**src/rtl/uart_rx_cfg_if.sv**
```systemverilog
// Bundle of the receiver's serial input, runtime configuration and
// frame-result outputs. The line side (pad/config driver) uses master,
// the receiver uses slave.
interface uart_rx_cfg_if #(
    parameter int DATA_WIDTH = 8,
    parameter int PRESCALE_W = 6
);
    logic                  rx_in;
    logic [PRESCALE_W-1:0] prescale;
    logic                  parity_enable;
    logic                  parity_type;
    logic                  two_stop;
    logic [DATA_WIDTH-1:0] p_data;
    logic                  data_valid;
    logic                  parity_error;
    logic                  stop_error;
    logic                  break_det;

    modport master (
        output rx_in, prescale, parity_enable, parity_type, two_stop,
        input  p_data, data_valid, parity_error, stop_error, break_det
    );

    modport slave (
        input  rx_in, prescale, parity_enable, parity_type, two_stop,
        output p_data, data_valid, parity_error, stop_error, break_det
    );
endinterface

```
**src/rtl/uart_rx_cfg.sv**
```systemverilog
// Configurable UART receiver: 2-flop input synchroniser, 3-sample majority
// vote per bit, false-start rejection, parity/stop checking, break detect.
// Configuration is captured at the start edge so mid-frame changes are ignored.
module uart_rx_cfg #(
    parameter int DATA_WIDTH = 8,
    parameter int PRESCALE_W = 6
) (
    input  logic          clk,
    input  logic          rst,
    uart_rx_cfg_if.slave  bus
);
    typedef enum logic [2:0] {IDLE, START, DATA, PARITY, STOP, WAIT_HIGH} state_t;

    state_t                state_q, state_d;
    logic                  rx_meta_q, rx_s_q;
    logic [5:0]            p_q, p_d;
    logic [5:0]            edge_cnt_q, edge_cnt_d;
    logic [3:0]            bit_cnt_q, bit_cnt_d;
    logic [2:0]            samp_q, samp_d;
    logic [DATA_WIDTH-1:0] shift_q, shift_d;
    logic                  pen_q, pen_d, ptype_q, ptype_d, two_q, two_d;
    logic                  par_bit_q, par_bit_d, par_err_q, par_err_d;
    logic                  stop_low_q, stop_low_d, stop_first_q, stop_first_d;
    logic [DATA_WIDTH-1:0] p_data_q, p_data_d;
    logic                  dv_q, dv_d, pe_q, pe_d, se_q, se_d, bk_q, bk_d;

    logic [5:0] p_sel, half, last_edge;
    logic       vote, decide, wrap;
    logic       serr, first_stop, brk, perr;

    // Two-flop synchroniser; idles high so reset does not look like a start bit
    always_ff @(posedge clk) begin
        if (rst) begin
            rx_meta_q <= 1'b1;
            rx_s_q    <= 1'b1;
        end else begin
            rx_meta_q <= bus.rx_in;
            rx_s_q    <= rx_meta_q;
        end
    end

    // Prescale decode (unsupported values fall back to 16) and bit-timing points
    always_comb begin
        if (bus.prescale == PRESCALE_W'(8))       p_sel = 6'd8;
        else if (bus.prescale == PRESCALE_W'(32)) p_sel = 6'd32;
        else                                      p_sel = 6'd16;
        half      = p_q >> 1;
        last_edge = p_q - 6'd1;
        vote      = (samp_q[0] & samp_q[1]) | (samp_q[0] & samp_q[2]) | (samp_q[1] & samp_q[2]);
        decide    = (edge_cnt_q == half + 6'd2);
        wrap      = (edge_cnt_q == last_edge);
    end

    // Next-state logic: FSM, bit timing, sampling and frame-end result strobes
    always_comb begin
        state_d      = state_q;
        p_d          = p_q;
        edge_cnt_d   = wrap ? 6'd0 : edge_cnt_q + 6'd1;
        bit_cnt_d    = bit_cnt_q;
        samp_d       = samp_q;
        shift_d      = shift_q;
        pen_d        = pen_q;
        ptype_d      = ptype_q;
        two_d        = two_q;
        par_bit_d    = par_bit_q;
        par_err_d    = par_err_q;
        stop_low_d   = stop_low_q;
        stop_first_d = stop_first_q;
        p_data_d     = p_data_q;
        dv_d         = 1'b0;
        pe_d         = 1'b0;
        se_d         = 1'b0;
        bk_d         = 1'b0;
        serr         = 1'b0;
        first_stop   = 1'b1;
        brk          = 1'b0;
        perr         = 1'b0;

        if (edge_cnt_q == half - 6'd1) samp_d[0] = rx_s_q;
        if (edge_cnt_q == half)        samp_d[1] = rx_s_q;
        if (edge_cnt_q == half + 6'd1) samp_d[2] = rx_s_q;

        case (state_q)
            IDLE: begin
                edge_cnt_d = 6'd0;
                bit_cnt_d  = 4'd0;
                stop_low_d = 1'b0;
                par_err_d  = 1'b0;
                par_bit_d  = 1'b0;
                if (!rx_s_q) begin
                    state_d = START;
                    p_d     = p_sel;
                    pen_d   = bus.parity_enable;
                    ptype_d = bus.parity_type;
                    two_d   = bus.two_stop;
                end
            end
            START: begin
                if (decide && vote) begin
                    // Line went back high before mid-bit: treat as a glitch
                    state_d    = IDLE;
                    edge_cnt_d = 6'd0;
                end else if (wrap) begin
                    state_d   = DATA;
                    bit_cnt_d = 4'd0;
                end
            end
            DATA: begin
                if (decide) shift_d = {vote, shift_q[DATA_WIDTH-1:1]};
                if (wrap) begin
                    if (bit_cnt_q == 4'(DATA_WIDTH - 1)) begin
                        bit_cnt_d = 4'd0;
                        state_d   = pen_q ? PARITY : STOP;
                    end else begin
                        bit_cnt_d = bit_cnt_q + 4'd1;
                    end
                end
            end
            PARITY: begin
                if (decide) begin
                    par_bit_d = vote;
                    par_err_d = vote ^ (^shift_q) ^ ptype_q;
                end
                if (wrap) begin
                    state_d   = STOP;
                    bit_cnt_d = 4'd0;
                end
            end
            STOP: begin
                if (decide && bit_cnt_q == {3'b000, two_q}) begin
                    // Last stop bit decided: finish the frame without waiting out the bit
                    serr       = stop_low_q | ~vote;
                    first_stop = (bit_cnt_q == 4'd0) ? vote : stop_first_q;
                    brk        = (shift_q == '0) && (!pen_q || !par_bit_q) && !first_stop;
                    perr       = pen_q & par_err_q;
                    p_data_d   = shift_q;
                    dv_d       = ~perr & ~serr;
                    pe_d       = perr & ~brk;
                    se_d       = serr;
                    bk_d       = brk;
                    state_d    = serr ? WAIT_HIGH : IDLE;
                    edge_cnt_d = 6'd0;
                end else begin
                    if (decide) begin
                        stop_first_d = vote;
                        stop_low_d   = stop_low_q | ~vote;
                    end
                    if (wrap) bit_cnt_d = bit_cnt_q + 4'd1;
                end
            end
            WAIT_HIGH: begin
                edge_cnt_d = 6'd0;
                if (rx_s_q) state_d = IDLE;
            end
            default: begin
                state_d    = IDLE;
                edge_cnt_d = 6'd0;
            end
        endcase
    end

    // State and datapath registers
    always_ff @(posedge clk) begin
        if (rst) begin
            state_q      <= IDLE;
            p_q          <= 6'd16;
            edge_cnt_q   <= 6'd0;
            bit_cnt_q    <= 4'd0;
            samp_q       <= 3'b111;
            shift_q      <= '0;
            pen_q        <= 1'b0;
            ptype_q      <= 1'b0;
            two_q        <= 1'b0;
            par_bit_q    <= 1'b0;
            par_err_q    <= 1'b0;
            stop_low_q   <= 1'b0;
            stop_first_q <= 1'b1;
            p_data_q     <= '0;
            dv_q         <= 1'b0;
            pe_q         <= 1'b0;
            se_q         <= 1'b0;
            bk_q         <= 1'b0;
        end else begin
            state_q      <= state_d;
            p_q          <= p_d;
            edge_cnt_q   <= edge_cnt_d;
            bit_cnt_q    <= bit_cnt_d;
            samp_q       <= samp_d;
            shift_q      <= shift_d;
            pen_q        <= pen_d;
            ptype_q      <= ptype_d;
            two_q        <= two_d;
            par_bit_q    <= par_bit_d;
            par_err_q    <= par_err_d;
            stop_low_q   <= stop_low_d;
            stop_first_q <= stop_first_d;
            p_data_q     <= p_data_d;
            dv_q         <= dv_d;
            pe_q         <= pe_d;
            se_q         <= se_d;
            bk_q         <= bk_d;
        end
    end

    assign bus.p_data       = p_data_q;
    assign bus.data_valid   = dv_q;
    assign bus.parity_error = pe_q;
    assign bus.stop_error   = se_q;
    assign bus.break_det    = bk_q;
endmodule

```
**src/flat_wrapper.sv**
```systemverilog
// flat-port wrapper written by rule: the top's interface ports become plain ports
module uart_rx_cfg_flat 
#(
    parameter int DATA_WIDTH = 8,
    parameter int PRESCALE_W = 6
)
  (clk, rst, bus_rx_in, bus_prescale, bus_parity_enable, bus_parity_type, bus_two_stop, bus_p_data, bus_data_valid, bus_parity_error, bus_stop_error, bus_break_det);
  uart_rx_cfg_if #(.DATA_WIDTH(DATA_WIDTH), .PRESCALE_W(PRESCALE_W)) bus_i ();
  input  logic clk;
  input  logic rst;
  input wire logic [$bits(bus_i.rx_in)-1:0] bus_rx_in;
  input wire logic [$bits(bus_i.prescale)-1:0] bus_prescale;
  input wire logic [$bits(bus_i.parity_enable)-1:0] bus_parity_enable;
  input wire logic [$bits(bus_i.parity_type)-1:0] bus_parity_type;
  input wire logic [$bits(bus_i.two_stop)-1:0] bus_two_stop;
  output wire logic [$bits(bus_i.p_data)-1:0] bus_p_data;
  output wire logic [$bits(bus_i.data_valid)-1:0] bus_data_valid;
  output wire logic [$bits(bus_i.parity_error)-1:0] bus_parity_error;
  output wire logic [$bits(bus_i.stop_error)-1:0] bus_stop_error;
  output wire logic [$bits(bus_i.break_det)-1:0] bus_break_det;
  assign bus_i.rx_in = bus_rx_in;
  assign bus_i.prescale = bus_prescale;
  assign bus_i.parity_enable = bus_parity_enable;
  assign bus_i.parity_type = bus_parity_type;
  assign bus_i.two_stop = bus_two_stop;
  assign bus_p_data = bus_i.p_data;
  assign bus_data_valid = bus_i.data_valid;
  assign bus_parity_error = bus_i.parity_error;
  assign bus_stop_error = bus_i.stop_error;
  assign bus_break_det = bus_i.break_det;
  uart_rx_cfg #(.DATA_WIDTH(DATA_WIDTH), .PRESCALE_W(PRESCALE_W)) u_core (.clk(clk), .rst(rst), .bus(bus_i));
endmodule
```
**config.mk**
```make
export PLATFORM = sky130hd
export DESIGN_NAME = uart_rx_cfg_flat
export DESIGN_NICKNAME = d
export VERILOG_FILES = /design/src/rtl/uart_rx_cfg_if.sv /design/src/rtl/uart_rx_cfg.sv /design/src/flat_wrapper.sv
export SDC_FILE = /design/constraint.sdc
export NUM_CORES = 1
export LEC_CHECK = 0
export ABC_AREA = 1
export CAP_MARGIN = 5
export CORE_UTILIZATION = 51
export DETAILED_ROUTE_END_ITERATION = 8
export PLACE_DENSITY_LB_ADDON = 0.1
export SLEW_MARGIN = 25
export SYNTH_ARGS = -nofsm -noshare
export SYNTH_HDL_FRONTEND = slang
export SYNTH_SLANG_ARGS = --single-unit
```
**constraint.sdc**
```tcl
create_clock -name clk -period 1.8 [get_ports clk]
set_clock_uncertainty 0.2 [all_clocks]
set_input_delay 0.36 -clock clk [delete_from_list [all_inputs] [get_ports clk]]
set_output_delay 0.36 -clock clk [all_outputs]
set_load 0.05 [all_outputs]
```
==> run_1/port_trees.png <==
The bar under the picture is 20 um long.
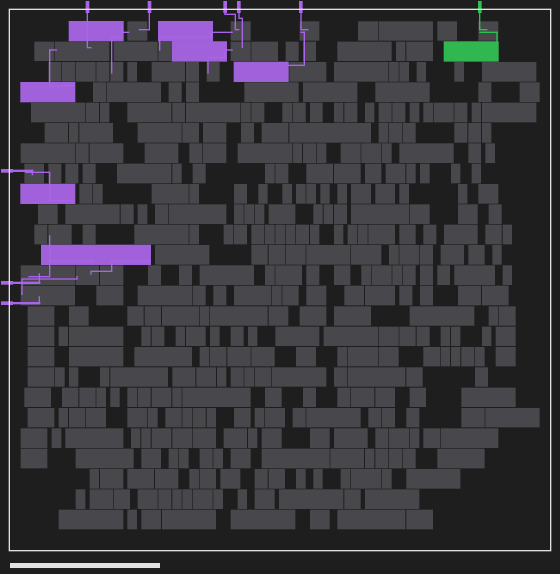
| port | color | bits | direction | end cells | buffers | wire |
|---|---|---|---|---|---|---|
| bus_break_det | green | 1 | output | 1 | 1 | 7.10 um |
| bus_p_data | purple | 8 | output | 8 | 8 | 119 um |
IO Port Bufs: 23
IO Count: 24

==> run_1/closeup.png <==
The bar under the picture is 10 um long. Region (21, 21) to (51, 51) um. Cells in gray, sequential cells in the stronger gray; small squares are vias.
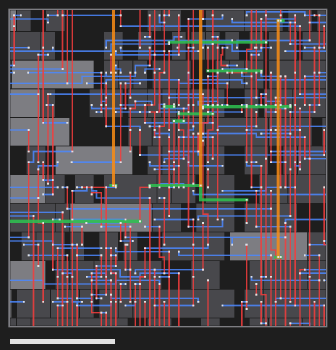
| layer | color |
|---|---|
| M1 | blue |
| M4 | orange |
| M3 | green |
| M2 | red |
most frequent: nand2_1 (15), buf_4 (11), nor2_1 (10)
cells with their middle in the window: 93
netlist names of flops here include: u_core.state_q (2)
sequential cells in the window: 5

==> impl_metrics.yaml, run 1 <==
# synthesis and place-and-route metrics
outcome:
  run_status: "completed"
final_layout:
  regArea_um2: 985
  fin_cells: 461
  nNetsFinal: 416
  comb_area_mm2: 0.00146
  drive_above_1_share: 0.345
  num_antenna_cells: 0
  fill_cells: 390
clock_tree:
  clock_sinks: 48
  cts_root_buf: "clkbuf_8"
  ctsHoldBuffers: 0
  ctsLongestPathBuffers: 2
  clk_pin_slew_ns: 0.09
  clk-insertion-delay-late_ns: 0.30
  cts_tree: "built"
  htree_levels: 2
placement:
  gp_congestion: 0.855
  dp_hpwl_mm: 3.98
route:
  wire_per_inst_um: 12.5
  drc: 0
  via_per_inst: 5.07
  final_antenna_net_count: 0
  dr.pass1.iters: 4
flow_run:
  tool_warnings: 31
  maxCapViolCount: 0
global_routing:
  globalRouteTotalUtil: 0.232
  antenna_found_initial: 0
  grt_pass1_vias: 2167
  overflow: 0
  grt_pass1_wl_mm: 9.52
  grt_max_degree: 23
worst_setup_path:
  path_class: "reg -> reg"
  cp-start-kind: "flip-flop"
  critPathArrivalTime_ns: 1.78
  required_ns: 1.80
  critPathCaptureType: "flip-flop"
  worstPathMaxFanout: 6
timing:
  worst_pin_slew_ns: 0.427
  whs_ns: 0.221
  clock.fmax_mhz: 563
  setup_viol: 0
  fin_crit_ns: 1.78
  timing.final.crit_share: 0.986
  final_hold_viol_count: 0
  drv_slew: 0
  rsz0062_at_grt: "yes"
  max-slew-margin-rel: 0.714
die:
  die_w_um: 72.2
  rows: 25
  initial_core_util: 0.532
  core_area_mm2: 0.00472
  chipArea_mm2: 0.00521
yosys:
  yosysWarnings: 0
  yosysUniqueCellTypes: 37
  ys_sh_xor: 0.0453
  synth_seq_share: 0.383
  synth_cells: 326
  synth.area.top_cells: "dfxtp_1, nand2_1, a21oi_1, ha_1, inv_1"
  ys.flops: 48
  logic_family: "simple AND/OR/NAND/NOR gates"
  adder_share: 0.0548
  most_common_cell: "nand2_1"
  yosysChipArea_mm2: 0.00251
  yosys.area.top_type: "dfxtp_1"
  ys_cells: 326
  ff_type: "dfxtp_1"
  syn_avg_cell_area_um2: 7.70
  synthTopCellsByCount: "nand2_1, dfxtp_1, a21oi_1"
  fp_nets: 349
  synthAoiAreaFrac: 0.161
  synthArstFlopShare: 0
power_and_ir_drop:
  p_seq_frac: 0.352
  p_seq_w: 0.00124
  peakVddDrop_uv: 593
  power-top-group: "combinational cells"
  p_comb_w: 0.00148
  p_leak_nw: 1.43
  switchingPower_w: 0.00133
  switching_share: 0.376
  p_total_w: 0.00352
  powerDensity_mw_per_mm2: 1040
  comb_power_share: 0.421
  clock_power_w: 0.000799
hold_path:
  hold_path_class: "reg -> reg"
==> run_1/m1.png <==
Supply wires on this layer in gray.
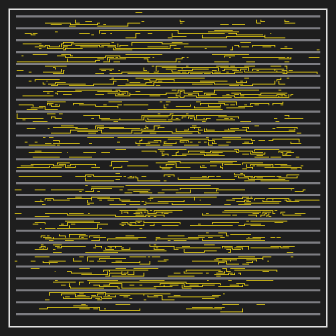
longest straight run: 22.1 um
wire length on this layer: 2740 um
share of all routed wire: 48%
nets with wire on the layer: 387
vias post-DR: 2335
Total Wirelength: 5.74 mm
met1 Usage GRT: 0.314

==> run 1: layer usage <==
layer	up-vias	wire, um	part of all wire	global-route usage
met3	8	142	0.025	0.0347
met2	41	2760	0.48	0.369
li1	1216	-	-	-
met1	1070	2740	0.48	0.314
met4	0	99	0.017	0.102
met5	-	0	0	0
==> run 1: critical path: stages (launching register included) <==
cell	delay, ns
dfxtp_4	0.38
inv_4	0.06
ha_4	0.12
inv_2	0.04
nor2_4	0.20
nand3_2	0.12
buf_6	0.13
a21oi_4	0.22
nand3_1	0.10
nand2_1	0.06
nor2_1	0.04
==> run 1: cell type report <==
cell class | instances | area share
Multi-Input combinational cell | 230 | 0.431
Tap cell | 67 | 0.0247
Clock inverter | 3 | 0.0140
Sequential cell | 48 | 0.290
Timing Repair Buffer | 66 | 0.171
Clock buffer | 5 | 0.0203
Inverter | 42 | 0.0494
==> run 1: metrics by stage <==
stage / area [um^2] / setup slack (ns) / utilization / setup TNS, ns
after detailed placement: 3040 / -0.0445 / 0.643 / -0.158
after global routing: 3400 / -0.118 / 0.719 / -0.960
final: 3400 / 0.0248 / 0.719 / 0
after global placement: 3040 / 0.00506 / 0.643 / 0
after floorplan: 2510 / 0.0102 / - / 0
after CTS: 3180 / 0.00429 / 0.673 / 0
==> run 1: worst paths after layout <==
kind	cells after the start	startpoint	slack (ns)	endpoint
max	10	u_core.edge_cnt_q[0]	0.02	u_core.state_q[0]
min	1	u_core.rx_meta_q	0.22	u_core.rx_s_q
max reg2reg	10	u_core.edge_cnt_q[0]	0.02	u_core.state_q[0]
min reg2reg	1	u_core.rx_meta_q	0.22	u_core.rx_s_q
==> run 1: cell usage in the layout (no fill, tap or decap), drive strengths merged <==
| master | instances |
|---|---|
| clkinv | 2 |
| a21oi | 41 |
| buf | 55 |
| nand3 | 28 |
| a211oi | 1 |
| dfxtp | 48 |
| o2111ai | 1 |
| clkbuf | 5 |
| nand4 | 11 |
| ha | 11 |
| a31oi | 1 |
| or2 | 2 |
| nand2 | 57 |
| xnor2 | 6 |
| nor2 | 31 |
| inv | 42 |
| xor2 | 7 |
| o21ai | 25 |
| bufinv | 1 |
| nand3b | 1 |
| nor3 | 4 |
| and2 | 1 |
| clkdlybuf4s50 | 11 |
| o211ai | 2 |
==> run 1: registers in the layout, indices dropped and copies added (netlist names) <==
signal	flops
u_core.samp_q	3
u_core.bus.p_data	8
u_core.two_q	1
u_core.rx_meta_q	1
u_core.stop_first_q	1
u_core.p_q	3
u_core.par_err_q	1
u_core.bus.parity_error	1
u_core.pen_q	1
u_core.bit_cnt_q	4
u_core.rx_s_q	1
u_core.stop_low_q	1
u_core.state_q	3
u_core.bus.stop_error	1
u_core.shift_q	8
u_core.par_bit_q	1
u_core.edge_cnt_q	6
u_core.bus.break_det	1
u_core.ptype_q	1
u_core.bus.data_valid	1
==> run 1: cells by family (layout without fill, tap and decap cells) <==
family,after synthesis,in the layout
buffers and inverters,48,116
adder cells (fa/ha/maj),11,11
AND-OR/OR-AND,71,71
flip-flops,48,48
XOR/XNOR,13,13
AND/OR/NAND/NOR,135,135
==> run 1: repair_timing <==
item,in CTS,in global routing
pin swaps,3,19
setup buffers,1,11
gates resized,8,43
endpoints found under the setup margin,13,33
==> inputs of run 2 (changes only) <==
--- a/config.mk
+++ b/config.mk
@@ -14,3 +14,4 @@
 export SYNTH_ARGS = -nofsm -noshare
 export SYNTH_HDL_FRONTEND = slang
 export SYNTH_SLANG_ARGS = --single-unit
+export TNS_END_PERCENT = 1
==> run 2 against run 1 <==
Against the previous run:
- combinational power about the same
- non-clock buffer count shrank 5
- critical path depth unchanged
- cell count fell by 1.1%
- die area is the same
- first-iteration DRC count up 5.4%
- routed wire length down 1.8%
- clock-buffer cell count stayed put
- via count down 1.1%
- highest routed layer unchanged
==> impl_metrics.yaml, run 2 <==
# synthesis and place-and-route metrics
final_layout:
  nNetsFinal: 411
  drive_above_1_share: 0.326
  lay_top_count: "nand2_1"
  num_antenna_cells: 0
  final_cell_mix: "nand2_1, buf_4, dfxtp_1, a21oi_1, inv_1"
  fill_cells: 399
yosys:
  yosysWarnings: 0
  syn_avg_cell_area_um2: 7.70
  yosysChipArea_mm2: 0.00251
  synth_seq_share: 0.383
  ff_type: "dfxtp_1"
  yosys.area.top_type: "dfxtp_1"
  ys_cells: 326
  fp_nets: 349
  yosysUniqueCellTypes: 37
  synth.area.top_cells: "dfxtp_1, nand2_1, a21oi_1, ha_1, inv_1"
  synth_cells: 326
  synthTopCellsByCount: "nand2_1, dfxtp_1, a21oi_1"
  synthArstFlopShare: 0
timing:
  drv_slew: 0
  setup_tns_ns: 0
  worst_pin_slew_ns: 0.427
  rsz0062_at_grt: "yes"
  timing.final.crit_share: 0.991
  final_hold_viol_count: 0
  setup_viol: 0
  clock.fmax_mhz: 561
  max-slew-margin-rel: 0.714
  setup_ws_ns: 0.0162
die:
  core_area_mm2: 0.00472
  die_w_um: 72.2
  fp.dieH_um: 72.2
  rows: 25
  initial_core_util: 0.532
  chipArea_mm2: 0.00521
  ios: 24
placement:
  gp_congestion: 0.855
  dp_hpwl_mm: 3.98
  portBuffers: 23
  post-place-ws_ns: -0.0445
flow_run:
  maxCapViolCount: 0
clock_tree:
  cts_root_buf: "clkbuf_8"
  cts_tree: "built"
  htree_levels: 2
  ctsHoldBuffers: 0
  clk-insertion-delay-late_ns: 0.30
  ctsLongestPathBuffers: 2
  clk_pin_slew_ns: 0.09
power_and_ir_drop:
  p_leak_nw: 1.39
  peakVddDrop_uv: 585
  powerDensity_mw_per_mm2: 1050
route:
  final_antenna_net_count: 0
  totalWireLength_mm: 5.64
  via_per_inst: 5.06
  dr.pass1.iters: 4
  drc: 0
  num_vias: 2309
global_routing:
  grt_pass1_wl_mm: 9.52
  grt_max_degree: 23
  globalRouteTotalUtil: 0.232
  antenna_found_initial: 0
  grt_pass1_vias: 2167
  overflow: 0
worst_setup_path:
  path_class: "reg -> reg"
  critPathArrivalTime_ns: 1.78
  critPathCaptureType: "flip-flop"
  r2r_slack_ns: 0.02
  required_ns: 1.80
  startpoint: "u_core.edge_cnt_q[0]"
  cp-start-kind: "flip-flop"
  reg2regPathDepth: 10
  r2r-end: "u_core.state_q[0]"
  worstPathMaxFanout: 6
hold_path:
  hold_path_class: "reg -> reg"
  min_path_cells: 1
  hold_end: "u_core.rx_s_q"
outcome:
  run_status: "completed"
==> run 2: cell families (layout without fill, tap and decap cells) <==
kind of cell / after synthesis / count (layout) / synth area share
compound gates: 71 / 71 / 0.161
xor+xnor: 13 / 13 / 0.0453
fa+ha+maj: 11 / 11 / 0.0548
buf+inv: 48 / 111 / 0.0817
flops: 48 / 48 / 0.383
simple gates: 135 / 135 / 0.274
==> run 2: routing by layer <==
metal / vias to the layer above / routed length [um] / track usage
li1: 1208 / - / -
met4: 0 / 99 / 0.102
met3: 8 / 131 / 0.0347
met2: 42 / 2660 / 0.369
met1: 1051 / 2750 / 0.314
met5: - / 0 / 0
==> run 2: area by class of cell <==
cell class	count	area, um^2	area share
Inverter	42	168	0.0501
Timing Repair Buffer	61	543	0.162
Sequential cell	48	983	0.294
Multi-Input combinational cell	230	1450	0.434
Clock inverter	3	47.5	0.0142
Clock buffer	5	68.8	0.0206
Tap cell	67	83.8	0.0251
==> run 2: how the worst max path moves through the flow <==
stage | slack (ns) | cells past startpoint | end
final | 0.02 | 10 | u_core.state_q[0]
after CTS | -0.002 | 10 | u_core.bit_cnt_q[1]
after global placement | 0.005 | 10 | u_core.bit_cnt_q[1]
after global routing | -0.09 | 10 | u_core.state_q[2]
after floorplan | 0.01 | 9 | u_core.bit_cnt_q[0]
after detailed placement | -0.04 | 10 | u_core.bit_cnt_q[1]
==> run 2: report_power, final <==
| part | internal (W) | switching [W] |
|---|---|---|
| Combinational | 0.000630 | 0.000844 |
| Sequential | 0.00114 | 0.0000953 |
| Clock | 0.000419 | 0.000380 |
==> run 2: through the flow <==
step / std cells / instance area (um^2) / utilization / hold WS, ns / total power (W)
final: 456 / 3340 / 0.708 / 0.221 / 0.00351
after global routing: 456 / 3340 / 0.708 / 0.228 / 0.00377
after CTS: 450 / 3180 / 0.673 / 0.221 / 0.00333
after detailed placement: 441 / 3040 / 0.643 / 0.198 / 0.00253
after global placement: 441 / 3040 / 0.643 / 0.194 / 0.00251
after floorplan: 326 / 2510 / - / 0.189 / 0.00214
==> run 2: worst max-delay path, cell delays in order (launching register included) <==
cell and delay (ns):
dfxtp_4 0.38, inv_4 0.06, ha_4 0.12, inv_2 0.04
nor2_4 0.21, nand3_2 0.12, buf_6 0.13, a21oi_4 0.22
nand3_1 0.10, nand2_1 0.06, nor2_1 0.04
==> run 2: timing repair <==
action                     4_1_cts  5_1_grt
pin swaps                        3       17
buffers inserted                 1        6
setup endpoints to repair       13       33
gates resized                    7       39
==> run_2/clock_nets.png <==
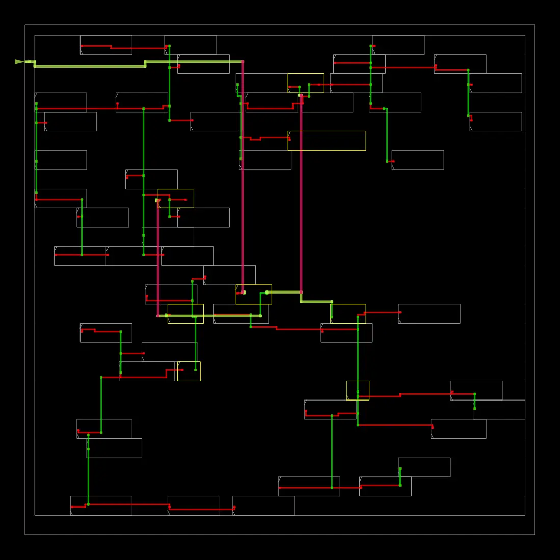
CTS buffer count: 5
TritonCTS Sinks: 48
flip-flops: 48
Clk power: 0.000799 W

==> inputs of run 3 (changes only) <==
--- a/config.mk
+++ b/config.mk
@@ -10,7 +10,6 @@
 export CORE_UTILIZATION = 51
 export DETAILED_ROUTE_END_ITERATION = 8
 export PLACE_DENSITY_LB_ADDON = 0.1
-export SLEW_MARGIN = 25
 export SYNTH_ARGS = -nofsm -noshare
 export SYNTH_HDL_FRONTEND = slang
 export SYNTH_SLANG_ARGS = --single-unit
==> run 3 against run 2 <==
Against the previous run:
- cell count did not move
- sequential share of layout area did not move
- die area unchanged
- critical path depth did not move
- worst setup slack is the same
- global-route usage stayed put
- largest cell class unchanged
- critical endpoint unchanged
- largest power group unchanged
- clock-buffer cell count did not move
==> impl_metrics.yaml, run 3 <==
# synthesis and place-and-route metrics
worst_setup_path:
  critPathCaptureType: "flip-flop"
  critPathTopFamily: "simple AND/OR/NAND/NOR gates"
  reg2regPathDepth: 10
  r2r_slack_ns: 0.02
  critPathArrivalTime_ns: 1.78
  required_ns: 1.80
  cp_num_buf_inv: 3
  worstPathMaxFanout: 6
  path_class: "reg -> reg"
  crit_path_cell_trace: "inv_4 > ha_4 > inv_2 > nor2_4 > nand3_2 > buf_6 > a21oi_4 > nand3_1 > nand2_1 > nor2_1"
  slowest_stage: "dfxtp_4"
  r2r-end: "u_core.state_q[0]"
  cp-start-kind: "flip-flop"
timing:
  rsz0062_at_grt: "yes"
  worst_pin_slew_ns: 0.427
  timing.final.crit_share: 0.991
  final_hold_viol_count: 0
  clock.fmax_mhz: 561
  setup_viol: 0
  drv_slew: 0
clock_tree:
  cts_root_buf: "clkbuf_8"
  cts_tree: "built"
  ctsLongestPathBuffers: 2
  clk_pin_slew_ns: 0.09
  htree_levels: 2
  clock_sinks: 48
  clk-insertion-delay-late_ns: 0.30
  cts_buffers: 5
  ctsHoldBuffers: 0
yosys:
  yosys.area.top_type: "dfxtp_1"
  synth_seq_share: 0.383
  synthTopCellsByCount: "nand2_1, dfxtp_1, a21oi_1"
  ys_cells: 326
  synth.area.top_cells: "dfxtp_1, nand2_1, a21oi_1, ha_1, inv_1"
  yosysWarnings: 0
  synth_cells: 326
  ff_type: "dfxtp_1"
  yosysUniqueCellTypes: 37
  yosysChipArea_mm2: 0.00251
  synthArstFlopShare: 0
  most_common_cell: "nand2_1"
power_and_ir_drop:
  p_leak_nw: 1.39
  powerDensity_mw_per_mm2: 1050
  peakVddDrop_uv: 585
  p_total_w: 0.00351
hold_path:
  hold_end: "u_core.rx_s_q"
  min_path_cells: 1
final_layout:
  final_area_mm2: 0.00334
  fin_cells: 456
  lay_top_count: "nand2_1"
  drive_above_1_share: 0.326
  nNetsFinal: 411
  final_cell_mix: "nand2_1, buf_4, dfxtp_1, a21oi_1, inv_1"
  syn_to_final_growth_pct: 33.2
  num_antenna_cells: 0
placement:
  dp_cells: 441
  dp_hpwl_mm: 3.98
  portBuffers: 23
  placed_cell_area_mm2: 0.00304
  gp_congestion: 0.855
global_routing:
  globalRouteTotalUtil: 0.232
  grt_pass1_wl_mm: 9.52
  antenna_found_initial: 0
  grt_max_degree: 23
  grt_pass1_vias: 2167
die:
  initial_core_util: 0.532
  ios: 24
  die_w_um: 72.2
  fp.dieH_um: 72.2
route:
  drc: 0
  num_vias: 2309
  final_antenna_net_count: 0
  dr.pass1.iters: 4
  totalWireLength_mm: 5.64
flow_run:
  maxCapViolCount: 0
outcome:
  run_status: "completed"
## run 3: cell counts after synthesis
Identical to the previous run, type by type.
## run 3: power breakdown
part / leakage [nW] / switching (W) / total (W) / internal, W
Clock: 0.0583 / 0.000380 / 0.000799 / 0.000419
Sequential: 0.394 / 0.0000953 / 0.00124 / 0.00114
Combinational: 0.939 / 0.000844 / 0.00147 / 0.000630
## run 3: metrics by stage
stage | hold slack, ns | worst slack, ns | util | TNS, ns
after floorplan | 0.189 | 0.0102 | - | 0
after global placement | 0.194 | 0.00506 | 0.643 | 0
after detailed placement | 0.198 | -0.0445 | 0.643 | -0.158
after CTS | 0.221 | -0.00250 | 0.673 | -0.00250
after global routing | 0.228 | -0.0894 | 0.708 | -0.696
final | 0.221 | 0.0162 | 0.708 | 0
## run 3: per-layer routing
layer | vias to the layer above | routed length (um) | track usage
li1 | 1208 | - | -
met1 | 1051 | 2750 | 0.314
met2 | 42 | 2660 | 0.369
met3 | 8 | 131 | 0.0347
met4 | 0 | 99 | 0.102
met5 | - | 0 | 0
## run 3: worst max-delay path by stage
stage / start / endpoint / slack [ns] / cells past startpoint
after floorplan: u_core.p_q[3] / u_core.bit_cnt_q[0] / 0.01 / 9
after detailed placement: u_core.p_q[3] / u_core.bit_cnt_q[1] / -0.04 / 10
after global routing: u_core.p_q[5] / u_core.state_q[2] / -0.09 / 10
after global placement: u_core.p_q[3] / u_core.bit_cnt_q[1] / 0.005 / 10
final: u_core.edge_cnt_q[0] / u_core.state_q[0] / 0.02 / 10
after CTS: u_core.p_q[4] / u_core.bit_cnt_q[1] / -0.002 / 10
## run 3: logic make-up (layout without fill, tap and decap cells)
family,Yosys count,in the layout,synth area share
XOR/XNOR,13,13,0.0453
buffers and inverters,48,111,0.0817
flip-flops,48,48,0.383
adder cells (fa/ha/maj),11,11,0.0548
AND-OR/OR-AND,71,71,0.161
AND/OR/NAND/NOR,135,135,0.274
## run 3: final cells by class
class	instances	area (um^2)	area share
multi-input combinational	230	1450	0.434
sequential	48	983	0.294
timing repair buffer	61	543	0.162
inverter	42	168	0.0501
tap	67	83.8	0.0251
clock buffer	5	68.8	0.0206
clock inverter	3	47.5	0.0142
## run 3: what timing repair did
item	CTS	global route
gates resized	7	39
pin swaps	3	17
endpoints found under the setup margin	13	33
buffers inserted	1	6
==> run_3/port_trees.png <==
The bar under the picture is 20 um long.
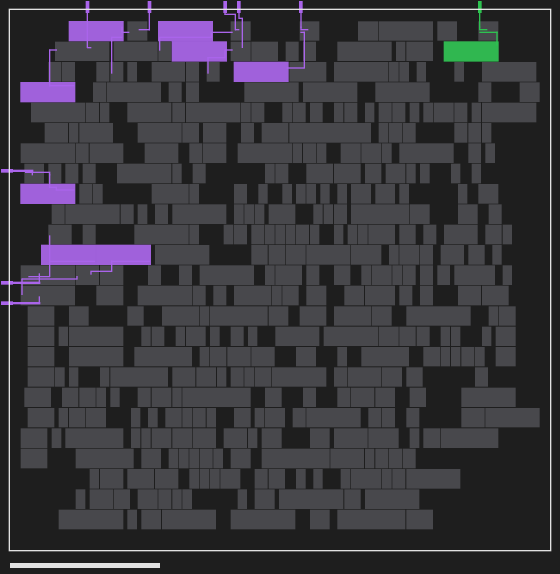
| port | color | bits | direction | end cells | buffers | wire |
|---|---|---|---|---|---|---|
| bus_break_det | green | 1 | output | 1 | 1 | 7.10 um |
| bus_p_data | purple | 8 | output | 8 | 8 | 118 um |

Power and IR drop assume default switching activity.
